<file path="config.mk">
export PLATFORM = sky130hd
export DESIGN_NAME = data_c_shift_arbiter_flat
export DESIGN_NICKNAME = d
export VERILOG_FILES = /design/src/rtl/data_c_shift_arbiter_if.sv /design/src/rtl/data_c_shift_arbiter.sv /design/src/flat_wrapper.sv
export SDC_FILE = /design/constraint.sdc
export NUM_CORES = 1
export LEC_CHECK = 0
export CORE_ASPECT_RATIO = 0.8
export CORE_MARGIN = 1
export CORE_UTILIZATION = 55
export CTS_CLUSTER_SIZE = 25
export DETAILED_ROUTE_END_ITERATION = 16
export DONT_BUFFER_PORTS = 1
export HOLD_SLACK_MARGIN = 0.1
export MAX_ROUTING_LAYER = met4
export PLACE_DENSITY = 0.7
export SLEW_MARGIN = 20
export SYNTH_ARGS = -nofsm -noshare
export SYNTH_HDL_FRONTEND = slang
export SYNTH_SLANG_ARGS = --single-unit
</file>
<file path="constraint.sdc">
create_clock -name clock -period 2.8 [get_ports clock]
set_clock_uncertainty 0.05 [all_clocks]
set_input_delay 0.42 -clock clock [delete_from_list [all_inputs] [get_ports clock]]
set_output_delay 0.42 -clock clock [all_outputs]
set_load 0.02 [all_outputs]
</file>
<file path="src/rtl/data_c_shift_arbiter_if.sv">
// Bundle between the arbiter, its requesters, the shared shift pipe and the result consumers.
// Every channel is valid/ready: a beat moves on a clock edge where valid and ready are both high;
// a source holding valid keeps its beat stable until then, and ready may depend on valid.
interface data_c_shift_arbiter_if #(
    parameter int NUM     = 4,
    parameter int DSIZE   = 8,
    parameter int IDSIZE  = $clog2(NUM),
    parameter int EX_SIZE = IDSIZE + 1
);
    logic [NUM-1:0]       s_valid;
    logic [NUM*DSIZE-1:0] s_data;
    logic [NUM-1:0]       s_last;
    logic [NUM-1:0]       s_ready;

    logic                 p_valid;
    logic [DSIZE-1:0]     p_data;
    logic [EX_SIZE-1:0]   p_ex;
    logic                 p_ready;

    logic                 r_valid;
    logic [DSIZE-1:0]     r_data;
    logic [EX_SIZE-1:0]   r_ex;
    logic                 r_ready;

    logic [NUM-1:0]       m_valid;
    logic [DSIZE-1:0]     m_data;
    logic                 m_last;
    logic [NUM-1:0]       m_ready;

    modport master (
        input  s_valid, s_data, s_last, p_ready, r_valid, r_data, r_ex, m_ready,
        output s_ready, p_valid, p_data, p_ex, r_ready, m_valid, m_data, m_last
    );

    modport slave (
        output s_valid, s_data, s_last, p_ready, r_valid, r_data, r_ex, m_ready,
        input  s_ready, p_valid, p_data, p_ex, r_ready, m_valid, m_data, m_last
    );
endinterface

</file>
<file path="src/rtl/data_c_shift_arbiter.sv">
// Packet-level round-robin sharing of one right-shift pipe; each packet is followed by a zero
// flush beat and returning beats are steered to their owner by the id carried on ex.
module data_c_shift_arbiter #(
    parameter int NUM     = 4,
    parameter int DSIZE   = 8,
    parameter int IDSIZE  = $clog2(NUM),
    parameter int EX_SIZE = IDSIZE + 1
) (
    input  logic                   clock,
    input  logic                   rst,
    data_c_shift_arbiter_if.master bus,
    output logic                   busy,
    output logic [IDSIZE-1:0]      cur_id,
    output logic [1:0]             o_dbg_state
);
    typedef enum logic [1:0] {
        IDLE  = 2'd0,
        GRANT = 2'd1,
        FLUSH = 2'd2
    } state_t;

    state_t            r_state;
    logic [IDSIZE-1:0] r_cur_id;
    logic [IDSIZE-1:0] r_rr_ptr;

    logic              w_any;
    logic [IDSIZE-1:0] w_pick;
    int                w_idx;
    logic [IDSIZE-1:0] w_sel;
    logic [DSIZE-1:0]  w_cur_data;
    logic [IDSIZE-1:0] w_rid;
    logic              w_rid_ok;

    // Walk from the farthest candidate back to rr_ptr+1 so the nearest asserted one wins.
    always_comb begin
        w_any  = |bus.s_valid;
        w_pick = '0;
        w_idx  = 0;
        w_sel  = '0;
        for (int k = NUM; k >= 1; k--) begin
            w_idx = (int'(r_rr_ptr) + k) % NUM;
            w_sel = w_idx[IDSIZE-1:0];
            if (bus.s_valid[w_sel]) w_pick = w_sel;
        end
    end

    assign w_cur_data = bus.s_data[int'(r_cur_id)*DSIZE +: DSIZE];

    always_comb begin
        bus.s_ready = '0;
        bus.p_valid = 1'b0;
        bus.p_data  = '0;
        bus.p_ex    = '0;
        case (r_state)
            GRANT: begin
                bus.p_valid           = bus.s_valid[r_cur_id];
                bus.p_data            = w_cur_data;
                bus.p_ex              = {1'b0, r_cur_id};
                bus.s_ready[r_cur_id] = bus.p_ready;
            end
            FLUSH: begin
                bus.p_valid = 1'b1;
                bus.p_ex    = {1'b1, r_cur_id};
            end
            default: ;
        endcase
    end

    always_ff @(posedge clock or posedge rst) begin
        if (rst) begin
            r_state  <= IDLE;
            r_cur_id <= '0;
            r_rr_ptr <= IDSIZE'(NUM - 1);
        end else begin
            case (r_state)
                IDLE: begin
                    if (w_any) begin
                        r_cur_id <= w_pick;
                        r_rr_ptr <= w_pick;
                        r_state  <= GRANT;
                    end
                end
                // The packet stays locked to cur_id even while its requester goes quiet.
                GRANT: begin
                    if (bus.s_valid[r_cur_id] && bus.p_ready && bus.s_last[r_cur_id])
                        r_state <= FLUSH;
                end
                FLUSH: begin
                    if (bus.p_ready) r_state <= IDLE;
                end
                default: r_state <= IDLE;
            endcase
        end
    end

    assign busy        = (r_state != IDLE);
    assign cur_id      = r_cur_id;
    assign o_dbg_state = r_state;

    // An id with no owner stalls the return path instead of dropping the beat.
    assign w_rid    = bus.r_ex[IDSIZE-1:0];
    assign w_rid_ok = (int'(w_rid) < NUM);

    always_comb begin
        bus.m_valid = '0;
        for (int i = 0; i < NUM; i++) bus.m_valid[i] = bus.r_valid && (int'(w_rid) == i);
        bus.r_ready = w_rid_ok ? bus.m_ready[w_rid] : 1'b0;
    end

    assign bus.m_data = bus.r_data;
    assign bus.m_last = bus.r_ex[IDSIZE];

    a_p_valid_hold: assert property (@(posedge clock) disable iff (rst)
        (bus.p_valid && !bus.p_ready) |=> bus.p_valid);
    a_s_ready_onehot: assert property (@(posedge clock) disable iff (rst)
        $onehot0(bus.s_ready));
    a_r_id_range: assert property (@(posedge clock) disable iff (rst)
        bus.r_valid |-> w_rid_ok);
endmodule

</file>
<file path="src/flat_wrapper.sv">
// flat-port wrapper written by rule: the top's interface ports become plain ports
module data_c_shift_arbiter_flat 
#(
    parameter int NUM     = 4,
    parameter int DSIZE   = 8,
    parameter int IDSIZE  = $clog2(NUM),
    parameter int EX_SIZE = IDSIZE + 1
)
  (clock, rst, busy, cur_id, o_dbg_state, bus_s_valid, bus_s_data, bus_s_last, bus_p_ready, bus_r_valid, bus_r_data, bus_r_ex, bus_m_ready, bus_s_ready, bus_p_valid, bus_p_data, bus_p_ex, bus_r_ready, bus_m_valid, bus_m_data, bus_m_last);
  data_c_shift_arbiter_if #(.NUM(NUM), .DSIZE(DSIZE), .IDSIZE(IDSIZE), .EX_SIZE(EX_SIZE)) bus_i ();
  input  logic clock;
  input  logic rst;
  output logic busy;
  output logic [IDSIZE-1:0] cur_id;
  output logic [1:0] o_dbg_state;
  input wire logic [$bits(bus_i.s_valid)-1:0] bus_s_valid;
  input wire logic [$bits(bus_i.s_data)-1:0] bus_s_data;
  input wire logic [$bits(bus_i.s_last)-1:0] bus_s_last;
  input wire logic [$bits(bus_i.p_ready)-1:0] bus_p_ready;
  input wire logic [$bits(bus_i.r_valid)-1:0] bus_r_valid;
  input wire logic [$bits(bus_i.r_data)-1:0] bus_r_data;
  input wire logic [$bits(bus_i.r_ex)-1:0] bus_r_ex;
  input wire logic [$bits(bus_i.m_ready)-1:0] bus_m_ready;
  output wire logic [$bits(bus_i.s_ready)-1:0] bus_s_ready;
  output wire logic [$bits(bus_i.p_valid)-1:0] bus_p_valid;
  output wire logic [$bits(bus_i.p_data)-1:0] bus_p_data;
  output wire logic [$bits(bus_i.p_ex)-1:0] bus_p_ex;
  output wire logic [$bits(bus_i.r_ready)-1:0] bus_r_ready;
  output wire logic [$bits(bus_i.m_valid)-1:0] bus_m_valid;
  output wire logic [$bits(bus_i.m_data)-1:0] bus_m_data;
  output wire logic [$bits(bus_i.m_last)-1:0] bus_m_last;
  assign bus_i.s_valid = bus_s_valid;
  assign bus_i.s_data = bus_s_data;
  assign bus_i.s_last = bus_s_last;
  assign bus_i.p_ready = bus_p_ready;
  assign bus_i.r_valid = bus_r_valid;
  assign bus_i.r_data = bus_r_data;
  assign bus_i.r_ex = bus_r_ex;
  assign bus_i.m_ready = bus_m_ready;
  assign bus_s_ready = bus_i.s_ready;
  assign bus_p_valid = bus_i.p_valid;
  assign bus_p_data = bus_i.p_data;
  assign bus_p_ex = bus_i.p_ex;
  assign bus_r_ready = bus_i.r_ready;
  assign bus_m_valid = bus_i.m_valid;
  assign bus_m_data = bus_i.m_data;
  assign bus_m_last = bus_i.m_last;
  data_c_shift_arbiter #(.NUM(NUM), .DSIZE(DSIZE), .IDSIZE(IDSIZE), .EX_SIZE(EX_SIZE)) u_core (.clock(clock), .rst(rst), .bus(bus_i), .busy(busy), .cur_id(cur_id), .o_dbg_state(o_dbg_state));
endmodule
</file>
Figure 1. Track usage over the die (run 1).
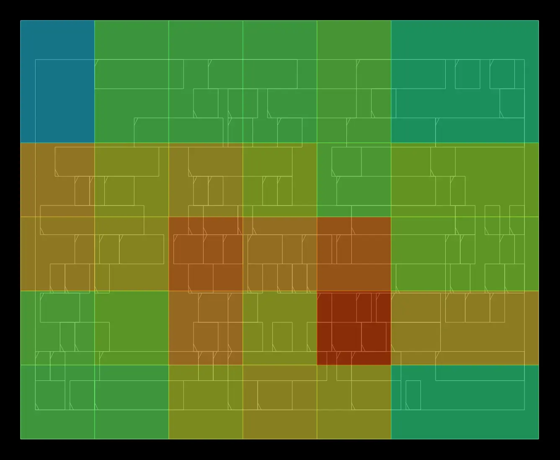
Total GRT Usage: 0.235
M1 GR Usage: 0.328

Figure 2. Wiring by layer (run 1).
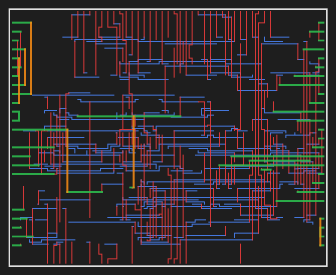
red -> M2  # wire length 1040 um
blue -> M1  # wire length 927 um
orange -> M4  # wire length 47.6 um
green -> M3  # wire length 169 um

==> out/metrics.cfg, run 1 <==
[status]
status = finished, final reports clean

[critical_path]
crit_start = u_core.o_dbg_state[1]
crit_path_end = bus_s_ready[2]
cp.arrival_ps = 2000
cp_max_fo = 13

[min_path]
min_path_type = in2reg

[synthesis]
syn_inst = 103
syn-mean-instance-area_um2 = 9.13
synth-simple-area-share = 0.227
post-synth-top-count-cell = nand2_1

[clock_tree]
cts_made_buffers = 3
post_cts.repair.setup_buffers = 0

[final_timing]
setup_viol = 0

[die]
fp_util = 0.633

[place]
place_hpwl_um = 1740
port_buffers = 0

[finish]
layout_top_cell = nand2_1

[pwr]
total_power_mw = 1.07

[route]
drt_iter0_markers = 7

[global_routing]
grt-ovfl-total = 0

Figure 3. M2 wires (run 1).
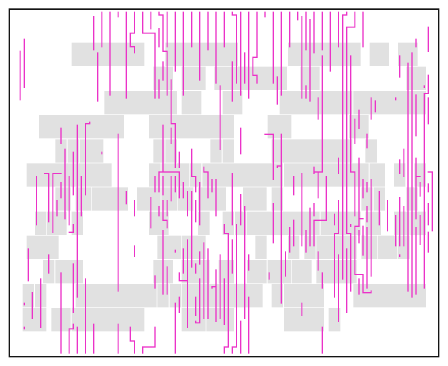
share of all routed wire = 48%
main direction = vertical
longest straight run = 29.8 um
wire length on this layer = 1040 um

## run 1: metal layers
metal | GRT usage | vias up | wire, um
met5 | - | - | 0
met4 | 0.111 | 0 | 47
met2 | 0.297 | 43 | 1040
met3 | 0.0841 | 12 | 168
met1 | 0.328 | 355 | 926
li1 | - | 351 | -
## run 1: through the flow
stage | hold slack [ps] | cell area, um2 | cells | setup WS (ps)
2_1_floorplan | 160 | 941 | 103 | 810
3_3_place_gp | 197 | 883 | 112 | 642
3_5_place_dp | 202 | 883 | 112 | 626
4_1_cts | 321 | 920 | 117 | 328
5_1_grt | 337 | 920 | 117 | 133
6_report | 326 | 920 | 117 | 326
## run 1: power breakdown
part | internal, mW | leakage, nW | switching (mW)
sequential | 0.139 | 0.0707 | 0.141
combinational | 0.299 | 0.299 | 0.396
clock | 0.0546 | 0.0150 | 0.0411
==> run 2, diff against run 1 <==
ABC_CLOCK_PERIOD_IN_PS = 2800   (was not set)
==> run 2 against run 1 <==
  * Synthesized area stayed put
  * Worst setup slack is the same
  * Final area is the same
  * Sequential share of layout area unchanged
  * Largest cell class unchanged
  * Highest routed layer unchanged
==> out/metrics.cfg, run 2 <==
[status]
status = finished, final reports clean

[finish]
finalNonFillerCells = 117
layout_top_cell = nand2_1
final_area_um2 = 920
drive_gt1_frac = 0.198

[pwr]
pg_seq_mw = 0.280
comb_power_mw = 0.696
comb_power_share = 0.649
pwr-share-clk = 0.089
sequentialPowerShare = 0.262
maxPowerGroup = combinational cells
pwr.group.clock_mw = 0.0957
swShare = 0.540

[synthesis]
synth_cell_types = 33
syn_inst = 103
yosysCellCount = 103
post-synth-top-count-cell = nand2_1
yosysChipArea_um2 = 941

[critical_path]
cp_max_fo = 13
cp.arrival_ps = 2000
crit_start = u_core.o_dbg_state[1]
r2r_end = u_core.o_dbg_state[0]
crit_path_end = bus_s_ready[2]

[clock_tree]
cts_made_buffers = 3
post_cts.repair.setup_buffers = 0

[route]
drt_iter0_markers = 7

[die]
die_area_um2 = 1880
core_area_um2 = 1490
fp_util = 0.633

[final_timing]
hold_slack_ps = 326
fin_tns_setup_ps = 0
timing.final.ws_setup_ps = 326

[place]
port_buffers = 0
dp_slack_ps = 626
dpl.cell_count = 112

[min_path]
min_path_type = in2reg

[global_routing]
grt_usage = 0.235
grt-ovfl-total = 0

[job]
tool_warnings = 30

-- run 2: cell counts after synthesis --
No cell type changed its count.
-- run 2: cells by family (layout without fill, tap and decap cells) --
kind of cell	after synthesis	after routing	share of synthesized area
and+or+nand+nor	42	42	0.227
buffers and inverters	23	16	0.137
adders and majority gates	5	5	0.0665
DFF	6	6	0.162
AOI/OAI and AO/OA	14	14	0.0997
muxes	13	13	0.307
-- run 2: final cells by class --
class	count	share of cell area
Multi-Input combinational cell	74	0.717
Sequential cell	6	0.166
Inverter	10	0.0408
Clock buffer	4	0.0286
Tap cell	21	0.0286
Timing Repair Buffer	2	0.0190
-- run 2: metal layers --
layer	part of all wire	track usage	vias to the layer above
li1	-	-	351
met1	0.42	0.328	355
met2	0.48	0.297	43
met3	0.077	0.0841	12
met4	0.022	0.111	0
met5	0	-	-
Figure 4. Track usage over the die (run 2).
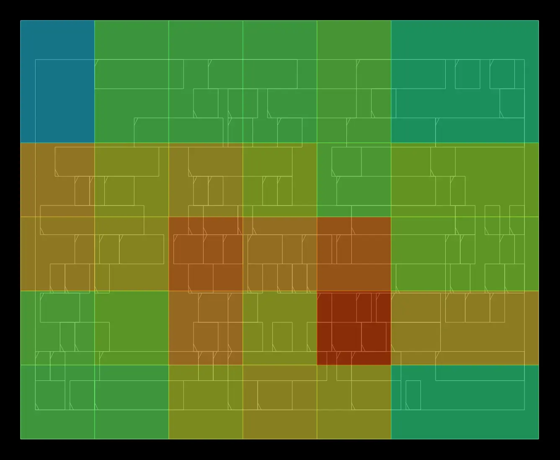
met3 usage: 0.0841
M2 GR Usage: 0.297
final design utilization: 0.619
gr busiest metal: met1
WL/cell: 18.7 um

No activity file was given, so power comes from the tool's default toggle rates.
